**config.mk**
```make
export PLATFORM = sky130hd
export DESIGN_NAME = multicycle_controller
export DESIGN_NICKNAME = d
export VERILOG_FILES = /design/src/rtl/multicycle_controller.sv
export SDC_FILE = /design/constraint.sdc
export NUM_CORES = 1
export LEC_CHECK = 0
export CAP_MARGIN = 30
export CORE_ASPECT_RATIO = 0.9
export CORE_MARGIN = 10
export CORE_UTILIZATION = 41
export CTS_CLUSTER_DIAMETER = 100
export DETAILED_ROUTE_END_ITERATION = 8
export DONT_BUFFER_PORTS = 1
export GPL_TIMING_DRIVEN = 0
export HOLD_SLACK_MARGIN = 0.15
export MAX_ROUTING_LAYER = met4
export PLACE_DENSITY_LB_ADDON = 0.3
export SYNTH_ARGS = -nofsm -noshare
export SYNTH_HDL_FRONTEND = slang
export SYNTH_SLANG_ARGS = --single-unit
```
**constraint.sdc**
```tcl
create_clock -name clk -period 2.61 [get_ports clk]
set_input_delay 0.522 -clock clk [delete_from_list [all_inputs] [get_ports clk]]
set_output_delay 0.522 -clock clk [all_outputs]
set_load 0.1 [all_outputs]
```
**src/rtl/multicycle_controller.sv**
```systemverilog
// Multi-cycle RV32I control FSM.
// Sequences fetch/decode/execute/memory/writeback over a shared ALU and a
// single req/ready memory port, resolves branches from ALU flags, optionally
// dispatches M-extension ops to an external multi-cycle unit, and traps or
// skips illegal instructions.
module multicycle_controller #(
   parameter bit ENABLE_M        = 1'b1,
   parameter bit TRAP_ON_ILLEGAL = 1'b1
) (
   input  logic       clk,
   input  logic       reset_n,
   input  logic [6:0] op,
   input  logic [2:0] funct3,
   input  logic       funct7b5,
   input  logic       funct7b0,
   input  logic       Zero,
   input  logic       Neg,
   input  logic       Carry,
   input  logic       Ovf,
   input  logic       mem_ready,
   input  logic       md_done,
   output logic       mem_req,
   output logic       AdrSrc,
   output logic       MemWrite,
   output logic       IRWrite,
   output logic       PCWrite,
   output logic       RegWrite,
   output logic [1:0] ResultSrc,
   output logic [1:0] ALUSrcA,
   output logic [1:0] ALUSrcB,
   output logic [1:0] ALUOp,
   output logic [2:0] ImmSrc,
   output logic       md_start,
   output logic       instr_retired,
   output logic       illegal_instr
);

   localparam logic [6:0] OP_LOAD   = 7'b0000011;
   localparam logic [6:0] OP_STORE  = 7'b0100011;
   localparam logic [6:0] OP_R      = 7'b0110011;
   localparam logic [6:0] OP_I      = 7'b0010011;
   localparam logic [6:0] OP_BRANCH = 7'b1100011;
   localparam logic [6:0] OP_JAL    = 7'b1101111;
   localparam logic [6:0] OP_JALR   = 7'b1100111;
   localparam logic [6:0] OP_LUI    = 7'b0110111;
   localparam logic [6:0] OP_AUIPC  = 7'b0010111;

   typedef enum logic [4:0] {
      S_FETCH, S_DECODE, S_MEMADR, S_MEMREAD, S_MEMWB, S_MEMWRITE,
      S_EXECR, S_EXECI, S_ALUWB, S_BRANCH, S_JAL, S_JALR, S_JALRWB,
      S_UPPER, S_MULDIV, S_MDWB, S_TRAP
   } state_t;

   state_t r_state;
   state_t w_next;
   logic   r_in_muldiv;   // already spent at least one cycle in MULDIV
   logic   w_illegal;
   logic   w_take;

   // funct7[5] only steers the ALU decoder, never the sequencing.
   logic   w_unused_f7b5;
   assign w_unused_f7b5 = funct7b5;

   // State register and MULDIV entry tracker.
   // NOTE: sequential state uses non-blocking assignments so every flop
   // samples the pre-edge values, independent of block ordering.
   always_ff @(posedge clk or negedge reset_n) begin
      if (!reset_n) begin
         r_state     <= S_FETCH;
         r_in_muldiv <= 1'b0;
      end else begin
         r_state     <= w_next;
         r_in_muldiv <= (r_state == S_MULDIV);
      end
   end

   // Classify the instruction held in the IR as legal or illegal.
   always_comb begin
      w_illegal = 1'b0;
      case (op)
         OP_LOAD, OP_STORE, OP_I, OP_JAL, OP_JALR, OP_LUI, OP_AUIPC: w_illegal = 1'b0;
         OP_R:      w_illegal = funct7b0 && !ENABLE_M;
         OP_BRANCH: w_illegal = (funct3[2:1] == 2'b01);
         default:   w_illegal = 1'b1;
      endcase
   end

   // Branch condition from the A-B flags (Carry=1 means no borrow).
   always_comb begin
      w_take = 1'b0;
      case (funct3)
         3'b000:  w_take = Zero;
         3'b001:  w_take = !Zero;
         3'b100:  w_take = Neg ^ Ovf;
         3'b101:  w_take = !(Neg ^ Ovf);
         3'b110:  w_take = !Carry;
         3'b111:  w_take = Carry;
         default: w_take = 1'b0;
      endcase
   end

   // Next-state and control decode; everything held at zero during reset.
   // NOTE: every output gets a default first so no path can infer a latch.
   always_comb begin
      w_next        = r_state;
      mem_req       = 1'b0;
      AdrSrc        = 1'b0;
      MemWrite      = 1'b0;
      IRWrite       = 1'b0;
      PCWrite       = 1'b0;
      RegWrite      = 1'b0;
      ResultSrc     = 2'b00;
      ALUSrcA       = 2'b00;
      ALUSrcB       = 2'b00;
      ALUOp         = 2'b00;
      ImmSrc        = 3'b000;
      md_start      = 1'b0;
      instr_retired = 1'b0;
      illegal_instr = 1'b0;
      if (reset_n) begin
         case (r_state)
            S_FETCH: begin
               mem_req   = 1'b1;
               ALUSrcB   = 2'b10;
               ResultSrc = 2'b10;
               IRWrite   = mem_ready;
               PCWrite   = mem_ready;
               if (mem_ready) w_next = S_DECODE;
            end
            S_DECODE: begin
               ALUSrcA = 2'b01;
               ALUSrcB = 2'b01;
               ImmSrc  = 3'b010;
               if (w_illegal) begin
                  if (TRAP_ON_ILLEGAL) begin
                     w_next = S_TRAP;
                  end else begin
                     w_next        = S_FETCH;
                     instr_retired = 1'b1;
                  end
               end else begin
                  case (op)
                     OP_LOAD, OP_STORE: w_next = S_MEMADR;
                     OP_R:              w_next = S_EXECR;
                     OP_I:              w_next = S_EXECI;
                     OP_BRANCH:         w_next = S_BRANCH;
                     OP_JAL:            w_next = S_JAL;
                     OP_JALR:           w_next = S_JALR;
                     default:           w_next = S_UPPER;
                  endcase
               end
            end
            S_MEMADR: begin
               ALUSrcA = 2'b10;
               ALUSrcB = 2'b01;
               ImmSrc  = op[5] ? 3'b001 : 3'b000;
               w_next  = op[5] ? S_MEMWRITE : S_MEMREAD;
            end
            S_MEMREAD: begin
               mem_req = 1'b1;
               AdrSrc  = 1'b1;
               if (mem_ready) w_next = S_MEMWB;
            end
            S_MEMWB: begin
               ResultSrc     = 2'b01;
               RegWrite      = 1'b1;
               instr_retired = 1'b1;
               w_next        = S_FETCH;
            end
            S_MEMWRITE: begin
               mem_req       = 1'b1;
               AdrSrc        = 1'b1;
               MemWrite      = 1'b1;
               instr_retired = mem_ready;
               if (mem_ready) w_next = S_FETCH;
            end
            S_EXECR: begin
               ALUSrcA = 2'b10;
               ALUOp   = 2'b10;
               w_next  = (ENABLE_M && funct7b0) ? S_MULDIV : S_ALUWB;
            end
            S_EXECI: begin
               ALUSrcA = 2'b10;
               ALUSrcB = 2'b01;
               ALUOp   = 2'b10;
               w_next  = S_ALUWB;
            end
            S_ALUWB: begin
               RegWrite      = 1'b1;
               instr_retired = 1'b1;
               w_next        = S_FETCH;
            end
            S_BRANCH: begin
               ALUSrcA       = 2'b10;
               ALUOp         = 2'b01;
               PCWrite       = w_take;
               instr_retired = 1'b1;
               w_next        = S_FETCH;
            end
            S_JAL: begin
               ImmSrc  = 3'b011;
               PCWrite = 1'b1;
               ALUSrcA = 2'b01;
               ALUSrcB = 2'b10;
               w_next  = S_ALUWB;
            end
            S_JALR: begin
               ALUSrcA   = 2'b10;
               ALUSrcB   = 2'b01;
               ResultSrc = 2'b10;
               PCWrite   = 1'b1;
               w_next    = S_JALRWB;
            end
            S_JALRWB: begin
               ALUSrcA       = 2'b01;
               ALUSrcB       = 2'b10;
               ResultSrc     = 2'b10;
               RegWrite      = 1'b1;
               instr_retired = 1'b1;
               w_next        = S_FETCH;
            end
            S_UPPER: begin
               ImmSrc        = 3'b100;
               ALUSrcB       = 2'b01;
               ALUSrcA       = op[5] ? 2'b11 : 2'b01;
               ResultSrc     = 2'b10;
               RegWrite      = 1'b1;
               instr_retired = 1'b1;
               w_next        = S_FETCH;
            end
            S_MULDIV: begin
               md_start = !r_in_muldiv;
               if (md_done) w_next = S_MDWB;
            end
            S_MDWB: begin
               ResultSrc     = 2'b11;
               RegWrite      = 1'b1;
               instr_retired = 1'b1;
               w_next        = S_FETCH;
            end
            S_TRAP: begin
               illegal_instr = 1'b1;
            end
            default: w_next = S_FETCH;
         endcase
      end
   end

endmodule

```
==> run_1/layer_met1.png <==
Scale: 6 px per um. Cells faint in the background.
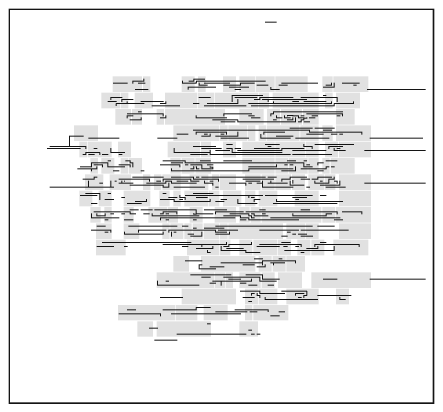
share of all routed wire = 40%
nets with wire on the layer = 151
wire length on this layer = 1300 um
main direction = horizontal
final WL: 3229 um
met1 usage: 15.53%

==> run_1/layer_met2.png <==
Scale: 6 px per um.
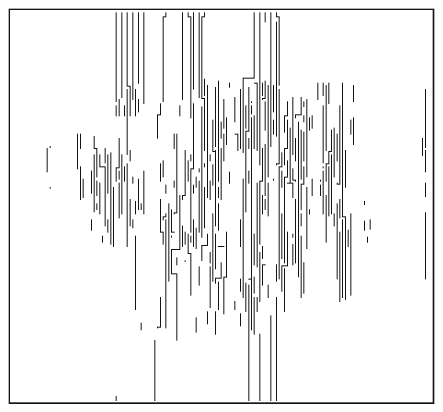
share of all routed wire = 52%
nets with wire on the layer = 152
met2 Resource Use GR: 23.54%
via count: 1096

==> run_1/layer_met3.png <==
Scale: 4 px per um. Cells faint in the background.
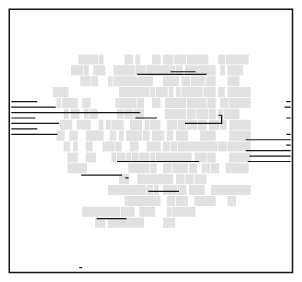
share of all routed wire = 6.7%
longest straight run = 32.0 um
nets with wire on the layer = 23
main direction = horizontal
GR Util met3: 3.003%

==> job_summary.md, run 1 <==
### Flow metrics

| Metric | Value |
|---|---|
| Status | finished clean |
| Synth top cells by count | nand2_1 (12), a21oi_1 (11), nor2_1 (10), inv_1 (7) |
| Vias in the first global route | 1069 |
| Area share of the leading cell type in the synthesized netlist | 15.98% |
| Power density cells | between 1000 and 1500 nW/um^2 |
| Aoi share | between 30% and 40% |
| Fin crit share | between 90% and 100% |
| Largest class | combinational gates |
| Late-Pin Clk Latency | 0.24 ns |
| Row count | 16 |
| Top cell excl fill/tap | nand2_1 |
| RSZ-0062 raised after global routing | true |
| Yosys Chip Area | 939.7 um^2 |
| Min Clock Period, post-route | between 2 and 3 ns |
| Comb. cell area | 897.1 um^2 |
| Number of enable flip-flop cells | 0 |
| DR vias/cell | about 6.3 |
| Max-slew headroom | around 32% |
| Tool warnings | 30 |
| Largest net degree at the start of global routing | 11 |
| Core Box Area | 2182 um^2 |
| Syn avg cell area | about 7.1 um^2 |
| Yosys reg bits | 6 |
| CTS tree | yes |
| Fin. Hold Viols | 0 |
| Global-route wire length before repair | around 5300 um |
| Area contributors post-synth | dfrtp_1 (16%), a21oi_1 (5.9%), nand2_1 (4.8%) |
| Comb area share | between 60% and 70% |
| Largest area contributor in the netlist | dfrtp_1 |
| Xor+xnor area frac | around 5.6% |
| # port buffers | 0 |
| Bufs and invs on worst path | 0 |
| Synth-to-layout area growth | 50.73% |
| Dpl ws | -0.09177 ns |
| Count of non-CTS buffers in the layout | 22 |
| Post-CTS setup buffer count | 0 |
| Slew @ Worst Pin | between 1 and 1.5 ns |
| Ant diodes | 0 |
| Synth Warn # | 0 |
| Crit path capture type | primary output |
| CTS Root Buffer Type | clkbuf_4 |
| Final setup fails | 0 |
| Drt first pass iters | 4 |
| Layout Nets | between 150 and 200 |
| Total CTS buffers | 3 |
| Mux cell area share | 1.198% |
## run 1: metrics by stage
stage                     cells  cell area, um^2    TNS, ns  hold WS (ns)  power [uW]
after global placement      160             1115     -1.973        0.2268        1160
after CTS                   174             1378  -0.002420        0.5829        1425
after global routing        175             1416   -0.01094        0.5889        1545
after detailed placement    170             1303   -0.09177        0.2267        1302
final                       175             1416          0        0.5857        1466
after floorplan             133             1081     -1.164        0.2264        1061
## run 1: routing by layer
layer	global-route usage (%)	vias to the layer above	share of wire [%]
met3	3.003	4	6.7
met5	-	-	0
li1	-	527	-
met4	5.172	0	1.0
met2	23.54	36	52
met1	15.53	529	40
## run 1: worst max path at each step
stage                     from  cells past startpoint    endpoint  slack (ns)
floorplan           r_state[2]                      3   ImmSrc[0]       -0.58
global placement    r_state[2]                      3   ImmSrc[0]       -0.74
detailed placement  r_state[2]                      4      AdrSrc       -0.09
CTS                 r_state[1]                      5  ALUSrcB[1]      -0.002
global route        r_state[0]                      4     mem_req       -0.01
finish              r_state[0]                      3    md_start        0.06
## run 1: worst register-to-register path, cell delays in order (launching register included)
cell and delay [ns]:
dfrtp_1 0.36, buf_6 0.14, nor3_1 0.40, nand2b_1 0.17, a211oi_2 0.35, a311oi_1 0.14, a21oi_1 0.16
## run 1: cell families after synthesis
kind of cell	count (synthesis)
compound gates	41
xor+xnor	6
buf+inv	18
flops	6
mux	1
simple gates	61
## run 1: flip-flops by register name, summed over array words and instances (netlist names)
signal and cells:
r_in_muldiv 1, r_state 5
## run 1: power by group through the flow
stage | clock network [uW] | registers [uW] | logic [uW]
detailed placement | 0 | 140 | 1160
floorplan | 0 | 133 | 928
CTS | 87.1 | 138 | 1200
finish | 83.3 | 140 | 1240
global route | 95.2 | 146 | 1300
global placement | 0 | 138 | 1020
==> run_1/congestion.png <==
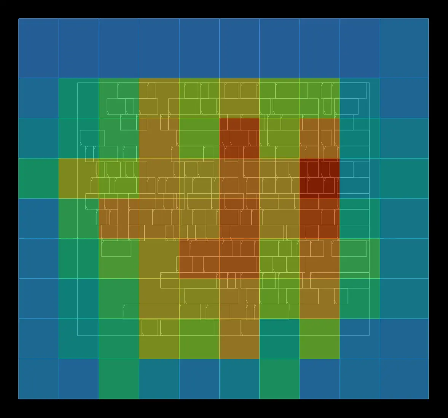

==> run 2, diff against run 1 <==
Settings changed: CORE_UTILIZATION 41 to 53.
==> run_2/congestion.png <==
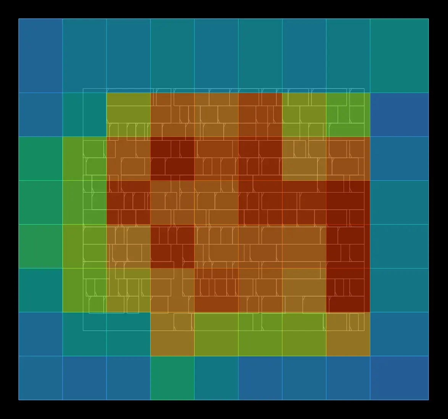
met1 usage: 21.87%
Final Util: 86.46%
GRT Max-Usage Layer: met2
Wirelength per Cell: 21.70 um

==> job_summary.md, run 2 <==
### Flow metrics

| Metric | Value |
|---|---|
| Dpl ws | -0.05574 ns (+0.03603 ns) |
| Total CTS buffers | 3 (unchanged) |
| CTS tree | yes |
| Violated checks | setup timing |
| Max-slew headroom | 32.09% (-0.21 points) |
| Area share of the leading cell type in the synthesized netlist | 15.98% (unchanged) |
| Clk. pwr | 87.4 uW (+4.9%) |
| Total power | 1510 uW (+3.1%) |
| Vias in the first global route | 1229 (+15%) |
| Biggest regs | r_state (5), r_in_muldiv (1) |
| Slew @ Worst Pin | 1.026 ns (+0.003156 ns) |
| Synth Warn # | 0 (unchanged) |
| Met2 Resource Use GR | 30.34% (+6.8 points) |
| Yosys reg bits | 6 (unchanged) |
| Fin. Hold Viols | 0 (unchanged) |
| GR Util met3 | 7.290% (+4.3 points) |
| Xor+xnor area frac | 5.593% (unchanged) |
| Comb. cell area | 907.1 um^2 (+1.1%) |
| Seq power | 144 uW (+3%) |
| Area contributors post-synth | dfrtp_1 (16%), a21oi_1 (5.9%), nand2_1 (4.8%) |
| Top reg by flops | r_state |
| Fin crit share | 100.8% (+3.0 points) |
| Late-Pin Clk Latency | 0.25 ns (about the same) |
| Final setup fails | 1 (+1) |
| Status | complete, but fails checks |
| Global-route wire length before repair | 5823 um (+11%) |
| Number of enable flip-flop cells | 0 (unchanged) |
| Core Box Area | 1682 um^2 (-23%) |
| Max reg flops | 5 (unchanged) |
| Largest net degree at the start of global routing | 11 (unchanged) |
| Layout Nets | 171 (+0.59%) |
| Power density cells | 1039 nW/um^2 (+0.40%) |
| Row count | 14 (-2) |
| Aoi share | 30.49% (unchanged) |
| Crit path capture type | primary output |
| Synth top cells by count | nand2_1 (12), a21oi_1 (11), nor2_1 (10), inv_1 (7) |
| Setup ws final | -0.02149 ns |
| Cell area after layout | 1454 um^2 (+2.6%) |
==> run_2/layer_met1.png <==
Scale: 6 px per um. Cells faint in the background.
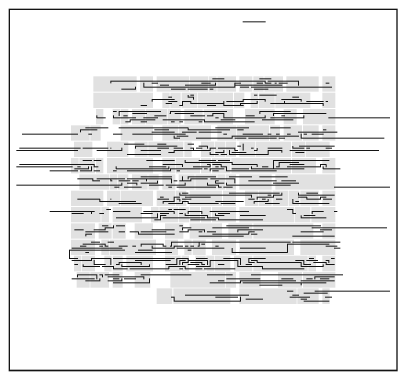
share of all routed wire = 40%
nets with wire on the layer = 159
final WL: 3754 um
via count: 1158

run 2: netlist changes by cell type in the layout (fill, tap and decap cells not counted), sizes merged:
cell and delta:
clkbuf +1
run 2: stage by stage:
| stage | setup TNS [ns] | std cells |
|---|---|---|
| final | -0.02149 | 173 |
| after global routing | -0.1433 | 173 |
| after CTS | 0 | 172 |
| after detailed placement | -0.05574 | 167 |
| after global placement | -2.076 | 157 |
| after floorplan | -1.164 | 133 |
run 2: timing repair:
action,in CTS,in global routing
hold buffers,1,0
buffers inserted,1,1
gates cloned,0,0
pin swaps,5,4
gates resized,23,11
hold endpoints to repair,6,0
setup endpoints to repair,11,6
run 2: critical path: cells and delay by family, from the launching register on:
kind | cells | cell delay (ns)
AND/OR/NAND/NOR | 1 | 0.81
buffers and inverters | 1 | 0.16
multiplexers | 1 | 0.31
flip-flops | 1 | 0.40
XOR/XNOR | 1 | 0.17
run 2: area by class of cell:
class | instances | area share, %
Buffer | 10 | 7.315
Clock buffer | 3 | 1.549
Inverter | 8 | 2.410
Multi-Input combinational cell | 109 | 62.39
Sequential cell | 6 | 10.50
Tap cell | 24 | 2.065
Timing Repair Buffer | 13 | 13.77
run 2: routing by layer:
layer | up-vias | wire length (um)
met5 | - | 0
met4 | 0 | 119
met3 | 16 | 321
met2 | 72 | 1822
met1 | 540 | 1490
li1 | 530 | -
run 2: path summary, 6_finish.rpt:
| check | to | slack (ns) | depth (start not counted) |
|---|---|---|---|
| min in group clk | r_state[4] | 0.60 | 2 |
| min reg2reg | r_state[4] | 0.60 | 2 |
| max | mem_req | -0.02 | 4 |
| max in group asynchronous | r_state[4] | 1.80 | 1 |
| min | r_in_muldiv | 0.58 | 1 |
| max reg2reg | r_state[2] | 0.69 | 6 |
Power is estimated from default activity; no workload was simulated.
